### M2 wires

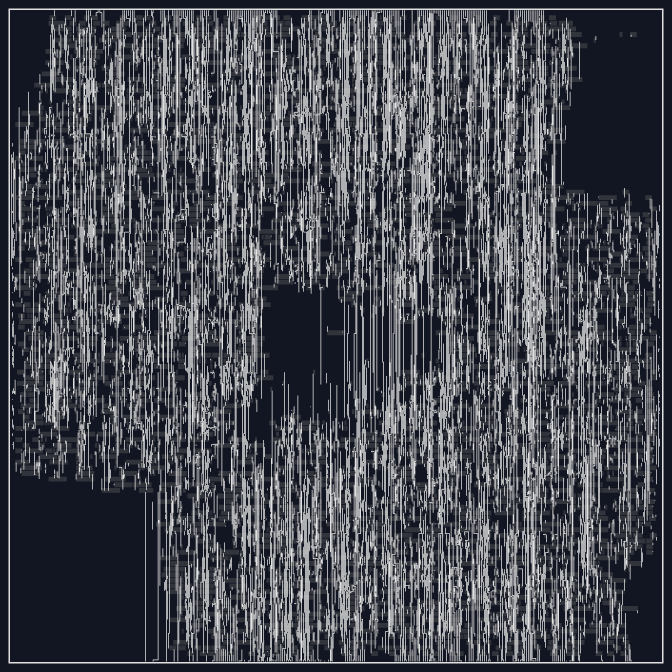
### Placement by cell class

Bar = 100 µm.
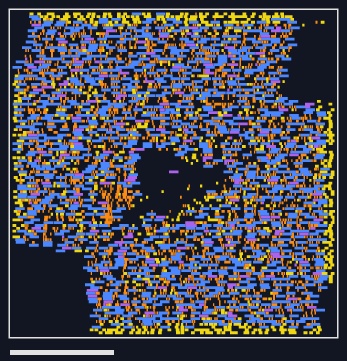
### Routed clock nets over the placement

Bar = 100 µm.
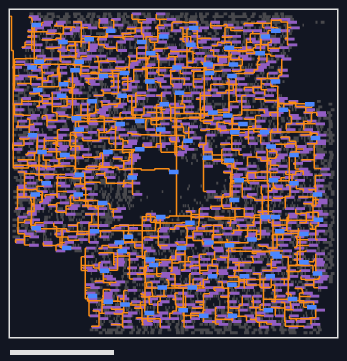
### Placement view

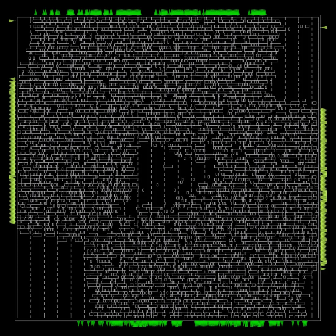
--- src/rtl/vec_gather_16_pkg.sv ---
// Shared constants, FSM encoding and sizing helper for the vector gather block.
package vec_gather_16_pkg;
  localparam int LANES  = 16;
  localparam int WORD_W = 32;
  localparam int LANE_W = $clog2(LANES);

  typedef enum logic [0:0] {
    IDLE    = 1'b0,
    COLLECT = 1'b1
  } gstate_e;

  typedef logic [WORD_W-1:0] word_t;

  // Vector counter width; never collapses to zero bits for a 1-vector frame.
  function automatic int vec_w(input int vecs);
    return (vecs > 1) ? $clog2(vecs) : 1;
  endfunction
endpackage

--- src/rtl/vec_gather_16_if.sv ---
// Word stream in, 16-lane vector plus frame flags out.
interface vec_gather_16_if;
  import vec_gather_16_pkg::*;

  logic                          i_valid;
  logic                          i_sof;
  word_t                         i_data;
  logic                          output_valid;
  logic                          o_sof;
  logic                          o_frame_done;
  logic                          o_err;
  // data_out[k] is lane k, i.e. the k-th word of the vector
  logic [LANES-1:0][WORD_W-1:0]  data_out;

  modport master (
    output i_valid, i_sof, i_data,
    input  output_valid, o_sof, o_frame_done, o_err, data_out
  );

  modport slave (
    input  i_valid, i_sof, i_data,
    output output_valid, o_sof, o_frame_done, o_err, data_out
  );
endinterface

--- src/rtl/gather_frame_ctrl.sv ---
// Frame/lane sequencing: FSM, lane and vector counters, output strobes, sticky error.
module gather_frame_ctrl
  import vec_gather_16_pkg::*;
#(
  parameter int VECS = 16
) (
  input  logic              clk,
  input  logic              rst,
  input  logic              i_valid,
  input  logic              i_sof,
  output logic              lane_we,
  output logic [LANE_W-1:0] lane_idx,
  output logic              bank_ld,
  output logic              output_valid,
  output logic              o_sof,
  output logic              o_frame_done,
  output logic              o_err
);
  localparam int VW = vec_w(VECS);
  localparam logic [LANE_W-1:0] LANE_LAST = LANE_W'(LANES - 1);
  localparam logic [VW-1:0]     VEC_LAST  = VW'(VECS - 1);

  gstate_e           state_q, state_d;
  logic [LANE_W-1:0] lane_q, lane_d;
  logic [VW-1:0]     vec_q, vec_d;
  logic              err_set;
  logic              vec_last;

  assign vec_last = (vec_q == VEC_LAST);

  // State and counter registers
  always_ff @(posedge clk or posedge rst) begin
    if (rst) begin
      state_q <= IDLE;
      lane_q  <= '0;
      vec_q   <= '0;
    end else begin
      state_q <= state_d;
      lane_q  <= lane_d;
      vec_q   <= vec_d;
    end
  end

  // Next-state, counter update and lane write decode
  always_comb begin
    state_d  = state_q;
    lane_d   = lane_q;
    vec_d    = vec_q;
    err_set  = 1'b0;
    lane_we  = 1'b0;
    lane_idx = lane_q;
    bank_ld  = 1'b0;
    case (state_q)
      IDLE: begin
        if (i_valid) begin
          if (i_sof) begin
            state_d  = COLLECT;
            lane_we  = 1'b1;
            lane_idx = '0;
            lane_d   = LANE_W'(1);
            vec_d    = '0;
          end else begin
            // word outside any frame: dropped
            err_set = 1'b1;
          end
        end
      end
      COLLECT: begin
        if (i_valid) begin
          if (i_sof) begin
            // restart; a partial vector in flight is abandoned and flagged,
            // a restart exactly on a vector boundary is legal
            lane_we  = 1'b1;
            lane_idx = '0;
            lane_d   = LANE_W'(1);
            vec_d    = '0;
            err_set  = (lane_q != '0);
          end else begin
            lane_we = 1'b1;
            lane_d  = lane_q + LANE_W'(1);
            if (lane_q == LANE_LAST) begin
              bank_ld = 1'b1;
              if (vec_last) begin
                vec_d   = '0;
                state_d = IDLE;
              end else begin
                vec_d = vec_q + VW'(1);
              end
            end
          end
        end
      end
      default: state_d = IDLE;
    endcase
  end

  // Registered strobes aligned with the output bank, plus sticky error
  always_ff @(posedge clk or posedge rst) begin
    if (rst) begin
      output_valid <= 1'b0;
      o_sof        <= 1'b0;
      o_frame_done <= 1'b0;
      o_err        <= 1'b0;
    end else begin
      output_valid <= bank_ld;
      o_sof        <= bank_ld & (vec_q == '0);
      o_frame_done <= bank_ld & vec_last;
      o_err        <= o_err | err_set;
    end
  end
endmodule

--- src/rtl/vec_gather_16.sv ---
// Serial-to-parallel gather: packs 16 consecutive words into one vector for sum_16.
module vec_gather_16
  import vec_gather_16_pkg::*;
#(
  parameter int input_x = 4,
  parameter int input_y = 4
) (
  input  logic            clk,
  input  logic            rst,
  vec_gather_16_if.slave  bus
);
  localparam int VECS = input_x * input_y;

  logic                         lane_we;
  logic [LANE_W-1:0]            lane_idx;
  logic                         bank_ld;
  // lanes 0..14 only; lane 15 goes straight from i_data into the bank
  logic [LANES-2:0][WORD_W-1:0] shadow;
  logic [LANES-1:0][WORD_W-1:0] bank_q;

  gather_frame_ctrl #(.VECS(VECS)) u_ctrl (
    .clk          (clk),
    .rst          (rst),
    .i_valid      (bus.i_valid),
    .i_sof        (bus.i_sof),
    .lane_we      (lane_we),
    .lane_idx     (lane_idx),
    .bank_ld      (bank_ld),
    .output_valid (bus.output_valid),
    .o_sof        (bus.o_sof),
    .o_frame_done (bus.o_frame_done),
    .o_err        (bus.o_err)
  );

  genvar k;
  generate
    for (k = 0; k < LANES - 1; k++) begin : g_shadow
      // Per-lane shadow write, selected by the current lane index
      always_ff @(posedge clk or posedge rst) begin
        if (rst)
          shadow[k] <= '0;
        else if (lane_we && lane_idx == LANE_W'(k))
          shadow[k] <= bus.i_data;
      end
    end
  endgenerate

  // Output bank captures the whole vector only on completion and holds otherwise
  always_ff @(posedge clk or posedge rst) begin
    if (rst)
      bank_q <= '0;
    else if (bank_ld)
      bank_q <= {bus.i_data, shadow};
  end

  assign bus.data_out = bank_q;
endmodule

--- src/flat_wrapper.sv ---
// flat-port wrapper written by rule: the top's interface ports become plain ports
module vec_gather_16_flat import vec_gather_16_pkg::*;
#(
  parameter int input_x = 4,
  parameter int input_y = 4
)
  (clk, rst, bus_i_valid, bus_i_sof, bus_i_data, bus_output_valid, bus_o_sof, bus_o_frame_done, bus_o_err, bus_data_out);
  vec_gather_16_if bus_i ();
  input  logic clk;
  input  logic rst;
  input wire logic [$bits(bus_i.i_valid)-1:0] bus_i_valid;
  input wire logic [$bits(bus_i.i_sof)-1:0] bus_i_sof;
  input wire logic [$bits(bus_i.i_data)-1:0] bus_i_data;
  output wire logic [$bits(bus_i.output_valid)-1:0] bus_output_valid;
  output wire logic [$bits(bus_i.o_sof)-1:0] bus_o_sof;
  output wire logic [$bits(bus_i.o_frame_done)-1:0] bus_o_frame_done;
  output wire logic [$bits(bus_i.o_err)-1:0] bus_o_err;
  output wire logic [$bits(bus_i.data_out)-1:0] bus_data_out;
  assign bus_i.i_valid = bus_i_valid;
  assign bus_i.i_sof = bus_i_sof;
  assign bus_i.i_data = bus_i_data;
  assign bus_output_valid = bus_i.output_valid;
  assign bus_o_sof = bus_i.o_sof;
  assign bus_o_frame_done = bus_i.o_frame_done;
  assign bus_o_err = bus_i.o_err;
  assign bus_data_out = bus_i.data_out;
  vec_gather_16 #(.input_x(input_x), .input_y(input_y)) u_core (.clk(clk), .rst(rst), .bus(bus_i));
endmodule
--- config.mk ---
export PLATFORM = sky130hd
export DESIGN_NAME = vec_gather_16_flat
export DESIGN_NICKNAME = d
export VERILOG_FILES = /design/src/rtl/vec_gather_16_pkg.sv /design/src/rtl/vec_gather_16_if.sv /design/src/rtl/gather_frame_ctrl.sv /design/src/rtl/vec_gather_16.sv /design/src/flat_wrapper.sv
export SDC_FILE = /design/constraint.sdc
export NUM_CORES = 2
export LEC_CHECK = 0
export ABC_AREA = 1
export CORE_MARGIN = 2
export CORE_UTILIZATION = 40
export DETAILED_ROUTE_END_ITERATION = 16
export GPL_TIMING_DRIVEN = 0
export PLACE_DENSITY = 0.6
export RECOVER_POWER = 50
export SYNTH_ARGS = -nofsm -noshare
export SYNTH_HDL_FRONTEND = slang
export SYNTH_SLANG_ARGS = --single-unit
--- constraint.sdc ---
create_clock -name clk -period 47 [get_ports clk]
set_input_delay 9.4 -clock clk [delete_from_list [all_inputs] [get_ports clk]]
set_output_delay 9.4 -clock clk [all_outputs]
set_load 0.01 [all_outputs]
==> flow_metrics.py <==
# Flow results
metrics = {
    "synthesis": {
        "netlist_area_um2": 38700,
        "ys_seq_elements": 1005,
        "yosysWarnings": 0,
        "top_area_share_pct": 65.0,
    },
    "final_timing": {
        "layout_min_cycle_time_ns": 21.87,
        "fin_setup_tns_ns": 0,
        "setup_violations": 0,
        "grt_setup_unrepaired": "false",
        "fmax_ghz": 0.0457,
        "drv_slew": 657,
        "finalCritPeriodShare_pct": 46.5,
    },
    "pwr": {
        "power_per_cell_area_nw_per_um2": 42.8,
        "p_seq_uw": 1050,
        "p_sw_uw": 563,
        "switching_share_pct": 26.8,
        "pwr-share-seq_pct": 50.0,
        "combPwrFrac_pct": 9.5,
        "vdd_drop_max_mv": 0.0284,
        "p_clk_share_pct": 40.5,
    },
    "global_route": {
        "grt_pass1_vias": 30800,
        "grt_first_pass_wirelength_mm": 202,
        "grt_max_degree": 131,
        "grt_overflow": 0,
    },
    "detailed_routing": {
        "drc_errors": 0,
        "avgRoutedWirePerCell_um": 21.6,
        "met3WireLength_mm": 12.3,
        "postRouteAntennaNets": 0,
        "vias": 32000,
        "drt_iter0_drc": 3182,
        "wl_met2_mm": 64.2,
    },
    "critical_path": {
        "crit_buf_inv": 4,
        "start_kind": "input port",
        "crit_slowest_cell": "clkbuf_1",
        "required_ns": 46.08,
        "path_common_cell": "clkbuf_1",
        "end_kind": "asynchronous set/reset pin",
    },
    "floorplan": {
        "die_w_um": 315,
    },
    "final_layout": {
        "drive_above_1_share_pct": 6.21,
        "final_cell_area_um2": 49100,
        "final_layout_top_logic_cell": "nand2_1",
        "area.growth.synth_to_final_pct": 26.8,
    },
    "placement": {
        "pre_cts_slack_ns": 34.26,
        "dpl.hpwl_mm": 96.6,
        "dp_cells": 6210,
        "portBuffers": 519,
    },
    "clock_tree": {
        "clock-root-buffer": "clkbuf_16",
        "cts_hold_repair.buffers": 0,
        "clkLatencyLatePin_ns": 0.69,
        "cts.sinks": 1005,
        "cts_buffers": 108,
        "clk_pin_slew_worst_paths_ns": 0.06,
    },
    "status": {
        "violations": "capacitance limit, slew limit",
        "status": "finished with violations",
    },
    "job": {
        "cap_violations": 7,
    },
}
## Picture notes: 'M2 wires'
nets with wire on the layer: 3925
longest straight run: 141 µm
main direction: vertical
share of all routed wire: 47%
wire length on this layer: 64.2 mm

## Picture notes: 'Placement by cell class'
[orange] all other logic | cells: 3089
[yellow] other buffers and delay cells | cells: 840
[blue] flip-flops | cells: 1005
[purple] clock drivers and dummy loads | cells: 187

## Picture notes: 'Routed clock nets over the placement'
[orange] clock wires | length: 13000 µm
[blue] cells driving clock nets | count: 108
[purple] flip-flops | count: 1005
routed clock nets: 109
flops lie: all over the die

## Picture notes: 'Placement view'
Tapcell Cnt: 1276
fillers: 9265
Core Region: 96300 µm²

-- synthesized netlist by cell type --
cell type	number
nor2_1	12
nand4_1	1
nand2_1	2639
buf_4	5
xnor2_1	2
nand2_2	1
o22ai_1	1
nor2_4	3
or2_2	1
nand3_1	395
xor2_1	1
buf_1	5
o21ai_0	5
dfrtp_1	1005
nor2_2	5
inv_1	11
ha_1	4
clkbuf_1	154
inv_2	6
o21ai_2	1
buf_2	147
a21oi_1	1
-- worst paths after layout --
| check | slack, ns | cells after the start | endpoint | startpoint |
|---|---|---|---|---|
| hold reg to reg | 0.46 | 2 | u_core.bus.data_out[366]$_DFFE_PP0P_ | u_core.bus.data_out[366]$_DFFE_PP0P_ |
| max in group clk | 33.92 | 9 | u_core.bus.data_out[447]$_DFFE_PP0P_ | bus_i_sof |
| setup / recovery | 25.13 | 4 | u_core.bus.data_out[141]$_DFFE_PP0P_ | rst |
| hold / removal | 0.46 | 2 | u_core.bus.data_out[366]$_DFFE_PP0P_ | u_core.bus.data_out[366]$_DFFE_PP0P_ |
| min in group asynchronous | 10.39 | 2 | u_core.bus.data_out[108]$_DFFE_PP0P_ | rst |
| setup reg to reg | 42.81 | 9 | u_core.bus.data_out[447]$_DFFE_PP0P_ | u_core.u_ctrl.state_q$_DFF_PP0_ |
-- logic make-up after synthesis --
kind of cell | synth area share, %
compound gates | 0.116
xor+xnor | 0.0679
fa+ha+maj | 0.129
buf+inv | 3.70
flops | 65.0
simple gates | 31.0
-- layout make-up --
cell class,count,area [µm²]
antenna,1,2.50
fill,9265,47200
tap,1276,1600
timing repair buffer,529,5330
multi-input combinational,3072,12100
clock inverter,23,254
inverter,17,65.1
buffer,311,1360
clock buffer,164,3240
sequential,1005,25100
Power is estimated from default activity; no workload was simulated.
